Figure 1. PDN straps and rails.
The bar under the picture is 20 um long. Pins as bars on the die edge.
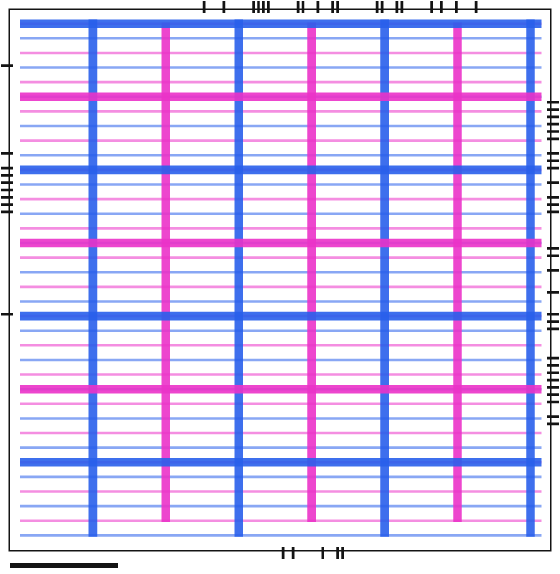
Figure 2. Placed cells, one color a class.
The bar under the picture is 20 um long.
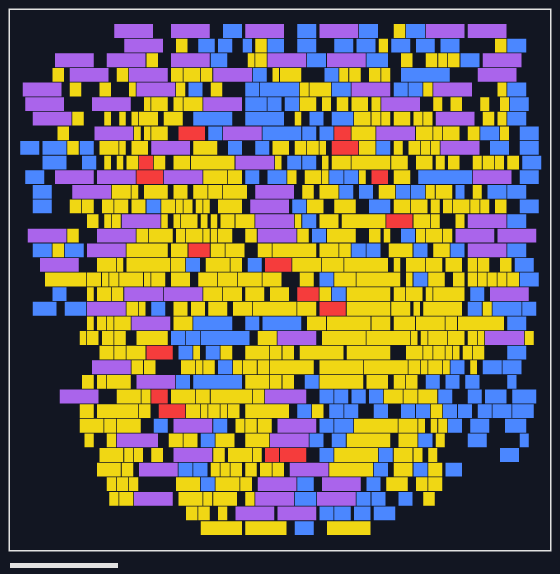
Figure 3. Clock wires, drivers and flops.
The bar under the picture is 20 um long.
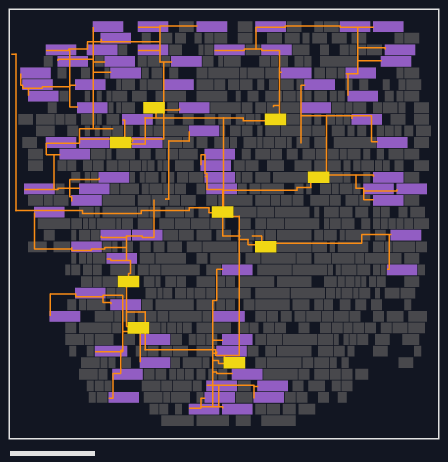
Figure 4. Metal layers overlaid.
Only two layers are drawn.
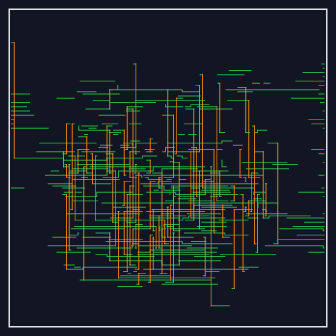
Figure 5. Cell placement.
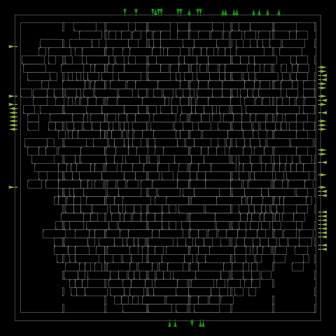
===== src/rtl/regfile_issue_ctrl.sv =====
// Issue and writeback controller for the 32-entry 3R/1W FP register file.
// Scoreboard blocks RAW/WAW hazards; one write port shared by results and loads.
module regfile_issue_ctrl #(
    parameter int LATENCY = 4,
    parameter int OPW     = 4,
    parameter int AW      = 5
) (
    input  logic           clk,
    input  logic           rst,
    input  logic           instr_valid,
    output logic           instr_ready,
    input  logic [OPW-1:0] instr_op,
    input  logic [AW-1:0]  instr_a,
    input  logic [AW-1:0]  instr_b,
    input  logic [AW-1:0]  instr_c,
    input  logic [AW-1:0]  instr_w,
    output logic [AW-1:0]  rd_addr_a,
    output logic [AW-1:0]  rd_addr_b,
    output logic [AW-1:0]  rd_addr_c,
    output logic           issue_valid,
    output logic [OPW-1:0] issue_op,
    input  logic           ld_valid,
    input  logic [AW-1:0]  ld_addr,
    output logic           ld_ready,
    output logic           wb_we,
    output logic [AW-1:0]  wb_addr,
    output logic           ld_sel,
    output logic           busy
);

    localparam int NREG = 1 << AW;
    // The last stage of the writeback pipe is the wb_* register itself.
    localparam int WBS  = LATENCY - 1;

    logic [NREG-1:0] r_pending;
    logic [WBS:1]    r_sr_v;
    logic [AW-1:0]   r_sr_addr [1:WBS];

    logic            w_ld_grant;
    logic            w_ld_hazard;
    logic            w_src_busy;
    logic            w_issue;
    logic [NREG-1:0] w_pending_next;

    assign w_ld_grant  = ld_valid && !rst && !r_sr_v[WBS] && !r_pending[ld_addr];
    assign w_ld_hazard = w_ld_grant && ((ld_addr == instr_a) || (ld_addr == instr_b) ||
                                        (ld_addr == instr_c) || (ld_addr == instr_w));
    assign w_src_busy  = r_pending[instr_a] || r_pending[instr_b] ||
                         r_pending[instr_c] || r_pending[instr_w];
    assign instr_ready = !rst && !w_src_busy && !w_ld_hazard;
    assign w_issue     = instr_valid && instr_ready;
    assign ld_ready    = w_ld_grant;
    assign busy        = |r_pending;

    // Clear uses the registered pending bit, so a clearing entry still blocks issue.
    always_comb begin
        w_pending_next = r_pending;
        if (wb_we && !ld_sel)
            w_pending_next[wb_addr] = 1'b0;
        if (w_issue)
            w_pending_next[instr_w] = 1'b1;
    end

    always_ff @(posedge clk) begin
        if (rst) begin
            r_pending   <= '0;
            r_sr_v      <= '0;
            for (int k = 1; k <= WBS; k++)
                r_sr_addr[k] <= '0;
            rd_addr_a   <= '0;
            rd_addr_b   <= '0;
            rd_addr_c   <= '0;
            issue_valid <= 1'b0;
            issue_op    <= '0;
            wb_we       <= 1'b0;
            wb_addr     <= '0;
            ld_sel      <= 1'b0;
        end else begin
            r_pending    <= w_pending_next;
            r_sr_v[1]    <= w_issue;
            r_sr_addr[1] <= instr_w;
            for (int k = 2; k <= WBS; k++) begin
                r_sr_v[k]    <= r_sr_v[k-1];
                r_sr_addr[k] <= r_sr_addr[k-1];
            end
            issue_valid <= w_issue;
            if (w_issue) begin
                rd_addr_a <= instr_a;
                rd_addr_b <= instr_b;
                rd_addr_c <= instr_c;
                issue_op  <= instr_op;
            end
            wb_we   <= r_sr_v[WBS] || w_ld_grant;
            wb_addr <= r_sr_v[WBS] ? r_sr_addr[WBS] : ld_addr;
            ld_sel  <= !r_sr_v[WBS];
        end
    end

endmodule


===== config.mk =====
export PLATFORM = sky130hd
export DESIGN_NAME = regfile_issue_ctrl
export DESIGN_NICKNAME = d
export VERILOG_FILES = /design/src/rtl/regfile_issue_ctrl.sv
export SDC_FILE = /design/constraint.sdc
export NUM_CORES = 1
export LEC_CHECK = 0
export CAP_MARGIN = 25
export CORE_MARGIN = 1.5
export CORE_UTILIZATION = 50
export DETAILED_ROUTE_END_ITERATION = 7
export GPL_ROUTABILITY_DRIVEN = 0
export PLACE_DENSITY = 0.76
export SYNTH_ARGS = -nofsm -noshare
export SYNTH_HDL_FRONTEND = slang
export SYNTH_SLANG_ARGS = --single-unit

===== constraint.sdc =====
create_clock -name clk -period 2.7 [get_ports clk]
set_input_delay 0.405 -clock clk [delete_from_list [all_inputs] [get_ports clk]]
set_output_delay 0.405 -clock clk [all_outputs]
set_load 0.01 [all_outputs]

==> results.txt <==
Here are the numbers from the latest Yosys + OpenROAD run.

The flow ran to the end, but the final reports show violations. The final reports fail on setup timing. The post-route DRC violation count came out at 0. For this run, the total global-route usage over all layers was measured as 34.5%. The number of max-capacitance violations reported came out at 0. The DRC marker count from the first detailed-route iteration came out at 791. For the worst reg-to-reg path, the endpoint reported by OpenROAD is rd_addr_b[3]. The number of buffers added on ports came out at 62.

The highest layer touched by signal routing is met4. After routing, the total negative slack on setup checks comes to -0.995 ns. By instance count after routing, the leading logic cell types are 93 x sky130_fd_sc_hd__buf_4, 74 x sky130_fd_sc_hd__dfxtp_1, 46 x sky130_fd_sc_hd__clkdlybuf4s50_1, 39 x sky130_fd_sc_hd__nor2b_1. The die area came out at 10100 um2. For this design the top-level I/O count stands at 63. The number of standard cells reported by yosys came out at 529. The number of antenna violations at the first check in global routing is 0. The registers reported with the highest flop counts are r_pending: 32 flops, r_sr_addr: 15 flops. The number of inverters outside the clock class in the layout came out at 10.

Per the synthesis report, the dominant area consumer among library cells is sky130_fd_sc_hd__dfxtp_1. The total clock network power is 0.866 mW. The peak supply drop is 0.284 mV. The count of non-CTS buffers in the layout came out at 176.

The number of core rows came out at 35. The registers of the reported paths see a clock transition of 0.10 ns. The cell-mix breakdown from Yosys lists the XOR/XNOR area share as 3.69%. For this run, combinational gates with multiple inputs come to 395.

The group that draws the most power in this run is registers. The global routing's busiest layer is met2. Per the synthesis report, the single largest cell type by area occupies 32.0% of cell area. The instance count on the critical path is 7.

The critical path is of the reg2out type. The total clock sinks came out at 76. For reference, simple AND, OR, NAND and NOR cells occupy 25.8% of the area reported after synthesis. The portion of synthesized area spent on multiplexers is 20.0%. The residual antenna-violating net count after detailed routing is 0. The power drawn by the combinational cells came out at 0.609 mW. Counting along the longest clock path gives a buffer depth of 2.

Per the post-run analysis, buffers plus inverters along the critical path come to 1. The post-layout worst setup margin is -0.289 ns. The relative contribution of the clock network to total power came out at 32.5%. The final total power is 2.66 mW. The final clock skew is 0.0127 ns. The number of cells on the worst hold path is listed as 2.

The category of cells accounting for the largest share of critical-path delay is simple AND/OR/NAND/NOR gates. The global-route wire length before repair came out at 26.3 mm. The count of hold buffers inserted by post-cts repair is 0. For reference, the critical path is captured by instr_ready.

The multi-input combinational area share is 48.1%. The dominant kind of combinational cell is simple AND/OR/NAND/NOR gates. The amount of wire on met3 after detailed routing came out at 2.21 mm. Once detailed placement completed, the half-perimeter wirelength came to 12.2 mm. Timing analysis after detailed placement gives a worst setup slack of -1.06 ns.

The worst-case hold slack is 0.303 ns. The clock buffer count in the final layout came out at 9. The via count of the first global-routing pass came out at 5035. The wire length the detailed router placed on met1 came out at 6.63 mm.

The number of failing setup endpoints in the final timing report came out at 28. The largest fanout on the critical path came out at 2. The layout stage reports a final design area of 6870 um2. Headroom to the max-slew limit came out at 53.1%. The die extent in x is 100 um. The power density normalized to cell area is 387 nW/um2.

The number of cell instances on the worst register-to-register path is 12. A synthesized cell averages 8.98 um2. The count of non-filler cells in the finished layout is 802. The leakage power figure came out at 2.65 nW. The part of the power in combinational logic is 22.9%. The area fraction in full adders, half adders and majority gates is 0%. The biggest slice of the area belongs to combinational gates.
About Figure 1:
legend:
  VSS:
    color: blue
  VDD:
    color: magenta
met4 straps: 7
rows: 35

About Figure 2:
legend:
  all other logic:
    color: yellow
    cells: 405
  other buffers and delay cells:
    color: blue
    cells: 176
  flip-flops:
    color: purple
    cells: 76
  clock drivers and dummy loads:
    color: red
    cells: 16

About Figure 3:
legend:
  clock wires:
    color: orange
    length: 1030 um
  cells driving clock nets:
    color: yellow
    count: 9
  flip-flops:
    color: purple
    count: 76
routed clock nets: 10
flops lie: widely spread

About Figure 4:
legend:
  met3:
    color: green
    wire_length: 2210 um
  met4:
    color: orange
    wire_length: 1390 um

About Figure 5:
fin util: 74.3%
fill cell instance count of the final layout: 602
sequential portion of the cell area: 22.2%
num sequential: 76

Power and IR drop assume default switching activity.
